===== src/rtl/seq_mult_su.sv =====
// seq_mult_su: iterative shift-and-add multiplier, signed or unsigned per operation.
// Operands are reduced to magnitudes on acceptance and multiplied over WIDTH cycles.
// The sign is applied once at the end, and the overflow flag is produced at the same time.
//
//   state | meaning
//   IDLE  | waiting for operands, in_ready=1
//   BUSY  | one partial product per cycle, counter 0..WIDTH-1
//   DONE  | result held on p/ovf, out_valid=1 until consumed or aborted
module seq_mult_su #(
  parameter int WIDTH = 32
) (
  input  logic                 clk,
  input  logic                 rst,
  input  logic                 in_valid,
  output logic                 in_ready,
  input  logic [WIDTH-1:0]     a,
  input  logic [WIDTH-1:0]     b,
  input  logic                 sgn,
  input  logic                 abort,
  output logic                 out_valid,
  input  logic                 out_ready,
  output logic [2*WIDTH-1:0]   p,
  output logic                 ovf
);

  localparam int W2 = 2 * WIDTH;
  localparam int CW = (WIDTH > 1) ? $clog2(WIDTH) : 1;

  typedef enum logic [1:0] {
    S_IDLE = 2'd0,
    S_BUSY = 2'd1,
    S_DONE = 2'd2
  } state_t;

  state_t          state_q, state_d;
  logic [CW-1:0]   cnt_q, cnt_d;
  logic [W2-1:0]   acc_q, acc_d;
  logic [W2-1:0]   mcand_q, mcand_d;
  logic [WIDTH-1:0] mplier_q, mplier_d;
  logic            mode_q, mode_d;
  logic            neg_q, neg_d;
  logic [W2-1:0]   p_q, p_d;
  logic            ovf_q, ovf_d;

  logic            accept;
  logic            last_iter;
  logic [WIDTH-1:0] mag_a, mag_b;
  logic [W2-1:0]   sum_step;
  logic [W2-1:0]   p_fin;
  logic [WIDTH:0]  p_upper;
  logic            ovf_fin;

  assign accept    = (state_q == S_IDLE) && in_valid && !abort;
  assign last_iter = (cnt_q == CW'(WIDTH - 1));

  // Unary minus is exact here: -(2^(W-1)) is 2^(W-1) as a WIDTH-bit unsigned value.
  assign mag_a = (sgn && a[WIDTH-1]) ? -a : a;
  assign mag_b = (sgn && b[WIDTH-1]) ? -b : b;

  // The multiplicand shifts left and the multiplier shifts right, so bit k of
  // mag_b meets mag_a << k on iteration k without a variable shifter.
  assign sum_step = acc_q + (mplier_q[0] ? mcand_q : '0);
  assign p_fin    = neg_q ? -sum_step : sum_step;
  assign p_upper  = p_fin[W2-1:WIDTH-1];
  assign ovf_fin  = mode_q ? !((&p_upper) || !(|p_upper))
                           : (|p_fin[W2-1:WIDTH]);

  // State register.
  always_ff @(posedge clk or negedge rst) begin
    if (!rst) state_q <= S_IDLE;
    else      state_q <= state_d;
  end

  // Next-state decode; abort overrides completion and consumption.
  always_comb begin
    state_d = state_q;
    case (state_q)
      S_IDLE: if (in_valid && !abort) state_d = S_BUSY;
      S_BUSY: begin
        if (abort)          state_d = S_IDLE;
        else if (last_iter) state_d = S_DONE;
      end
      S_DONE: if (abort || out_ready) state_d = S_IDLE;
      default: state_d = S_IDLE;
    endcase
  end

  // Datapath next-state: capture on accept, iterate in BUSY, latch result on the last iteration.
  always_comb begin
    cnt_d    = cnt_q;
    acc_d    = acc_q;
    mcand_d  = mcand_q;
    mplier_d = mplier_q;
    mode_d   = mode_q;
    neg_d    = neg_q;
    p_d      = p_q;
    ovf_d    = ovf_q;
    if (accept) begin
      mode_d   = sgn;
      neg_d    = sgn & (a[WIDTH-1] ^ b[WIDTH-1]);
      mcand_d  = {{WIDTH{1'b0}}, mag_a};
      mplier_d = mag_b;
      acc_d    = '0;
      cnt_d    = '0;
    end else if (state_q == S_BUSY && !abort) begin
      acc_d    = sum_step;
      mcand_d  = mcand_q << 1;
      mplier_d = mplier_q >> 1;
      cnt_d    = cnt_q + CW'(1);
      if (last_iter) begin
        p_d   = p_fin;
        ovf_d = ovf_fin;
      end
    end
  end

  // Datapath registers.
  always_ff @(posedge clk or negedge rst) begin
    if (!rst) begin
      cnt_q    <= '0;
      acc_q    <= '0;
      mcand_q  <= '0;
      mplier_q <= '0;
      mode_q   <= 1'b0;
      neg_q    <= 1'b0;
      p_q      <= '0;
      ovf_q    <= 1'b0;
    end else begin
      cnt_q    <= cnt_d;
      acc_q    <= acc_d;
      mcand_q  <= mcand_d;
      mplier_q <= mplier_d;
      mode_q   <= mode_d;
      neg_q    <= neg_d;
      p_q      <= p_d;
      ovf_q    <= ovf_d;
    end
  end

  assign in_ready  = (state_q == S_IDLE);
  assign out_valid = (state_q == S_DONE);
  assign p         = p_q;
  assign ovf       = ovf_q;

endmodule


===== config.mk =====
export PLATFORM = sky130hd
export DESIGN_NAME = seq_mult_su
export DESIGN_NICKNAME = d
export VERILOG_FILES = /design/src/rtl/seq_mult_su.sv
export SDC_FILE = /design/constraint.sdc
export NUM_CORES = 1
export LEC_CHECK = 0
export ABC_AREA = 1
export CAP_MARGIN = 25
export CORE_UTILIZATION = 38
export DETAILED_ROUTE_END_ITERATION = 12
export SETUP_SLACK_MARGIN = 0.5
export SLEW_MARGIN = 20
export SYNTH_ARGS = -nofsm -noshare
export SYNTH_HDL_FRONTEND = slang
export SYNTH_SLANG_ARGS = --single-unit
export TNS_END_PERCENT = 10

===== constraint.sdc =====
create_clock -name clk -period 4 [get_ports clk]
set_input_delay 0.8 -clock clk [delete_from_list [all_inputs] [get_ports clk]]
set_output_delay 0.8 -clock clk [all_outputs]
set_load 0.05 [all_outputs]

**Cell sizes after repair**

Scale bar: 50 um.
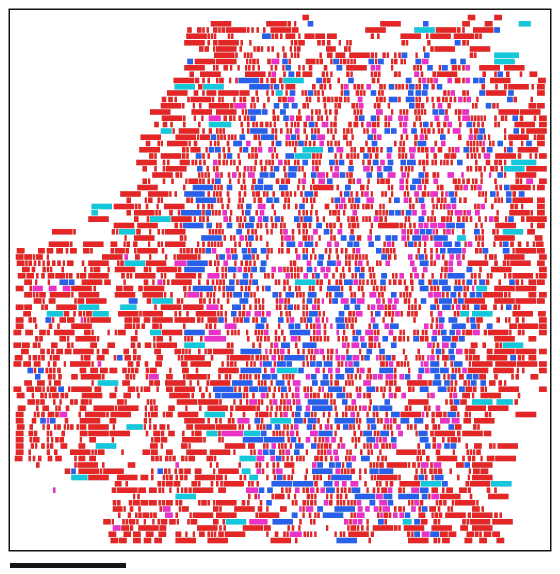
Key: cyan = x6 and larger [cells 52, share 1.4%]; red = x1 and smaller [cells 2903, share 77%]; magenta = x2 [cells 360, share 9.5%]; blue = x3 and x4 [cells 461, share 12%]

**Where the registers sit**

Scale bar: 50 um. Other sequential cells in the stronger grey, the rest of the logic in the fainter grey.
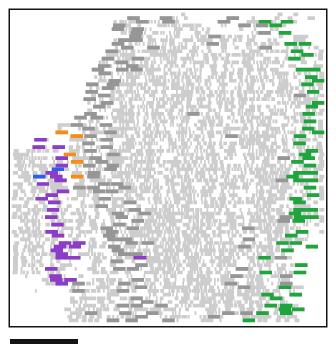
Key: orange = `cnt_q` [placed flops 5, where west]; blue = `state_q` [placed flops 2]; purple = `mplier_q` [placed flops 32]; green = `p` [placed flops 64, where a vertical strip on the right]
power dissipated in sequential cells: 2990 uW
final core utilization: 0.5208

**Routed clock nets over the placement**

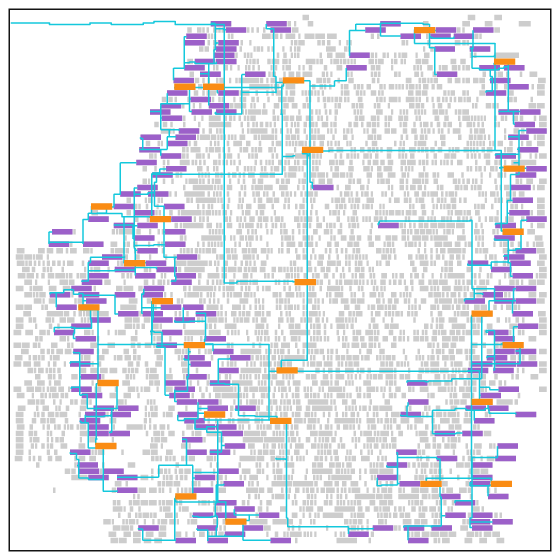
Key: orange = clock-net drivers [count 27]; cyan = clock wires [length 3730 um]; purple = flip-flops [count 234]
Position of the flops: widely spread.
Final Skew: 23.48 ps
clk latency late pin: 590 ps

==> reports/results.txt <==
Combinational share of power: 0.504
Net count, final: 3898
Congestion Overflow GR: 0
Aggregate global-route resource usage: 0.2610
Top cell types by occurrence after synthesis: 1231 x nand2_1, 618 x inv_1, 234 x dfrtp_1, 234 x nor2_1, 166 x o21ai_0
Leak Pwr: 0.01451 uW
Grt met3 use: 0.03235
Mux cell area share: 0
Yosys top cell by instances: nand2_1
Result of the run: complete, no violations
Number of instances in the synthesized netlist: 3341
Router iterations before antenna repair: 5
Clock tree from TritonCTS: yes
Path length in cells of the critical path: 27
Simple-Gate Fraction of Synth Area: 0.3969
Via count of the first global-routing pass: 20510
Maximum clock frequency: 0.2518 GHz
Ys flops: 234
Routed wire length: 71420 um
Top non-seq family: simple AND/OR/NAND/NOR gates
Worst setup EP type: flip-flop
Vias after detailed routing: 22000
Compound-cell area share of the yosys netlist: 0.1103
CP arrival: 4430 ps
Detailed placement HPWL: 56590 um
Clock power frac: 0.227
Class of the tightest hold or removal check: input port to asynchronous set/reset pin
Area inside the core boundary: 52660 um2
DRC violations left: 0
Switching pwr: 4699 uW
Proportion of synthesized flip-flops having asynchronous set or reset: 1.000
Clock transition at the registers of the reported paths: 70 ps
**Cell classes on the final placement**

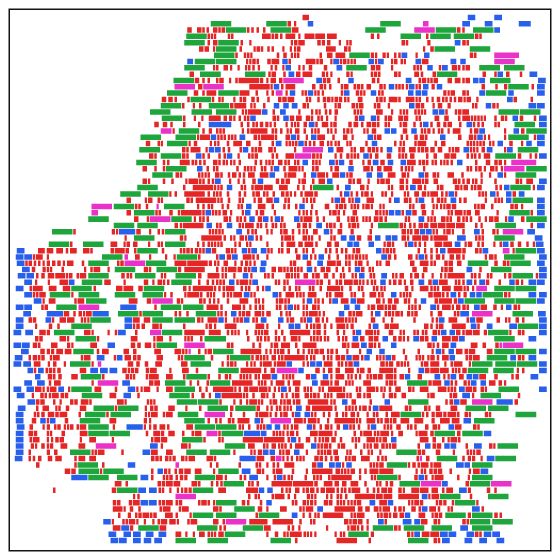
Key: red = remaining logic cells [cells 3032, share of their area 60%]; magenta = clock drivers and dummy loads [cells 46, share of their area 3.3%]; green = registers [cells 234, share of their area 22%]; blue = remaining buffers and delay cells [cells 464, share of their area 15%]

**Clock nets**

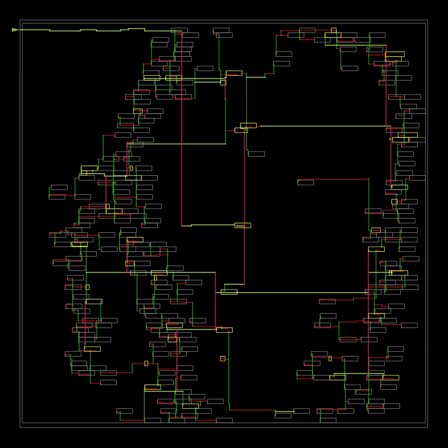
clock tree sinks: 234
Clock buffer cells: 35
CTS Buf Count: 27
number of flip-flops and latches: 234

## worst min path at each step
stage          slack, ps  endpoint
5_1_grt              270     p[26]
3_3_place_gp         450  cnt_q[3]
4_1_cts              230     p[26]
6_report             200     p[26]
2_1_floorplan        430  cnt_q[3]
3_5_place_dp         470  cnt_q[3]
## area by class of cell
class                      count  share of cell area
inverter                     643             0.08824
sequential                   234              0.2136
tap                          688             0.03139
multi-input combinational   2389              0.4894
clock buffer                  35             0.02719
clock inverter                11            0.004973
antenna                        1          0.00009125
timing repair buffer         464              0.1451
## timing repair
| item | CTS | global route |
|---|---|---|
| endpoints found under the setup margin | 26 | 44 |
| hold endpoints to repair | 0 | 0 |
| resized | 123 | 306 |
| buffers inserted | 8 | 34 |
| gates cloned | 1 | 1 |
| pin swaps | 22 | 71 |
Power is estimated from default activity; no workload was simulated.
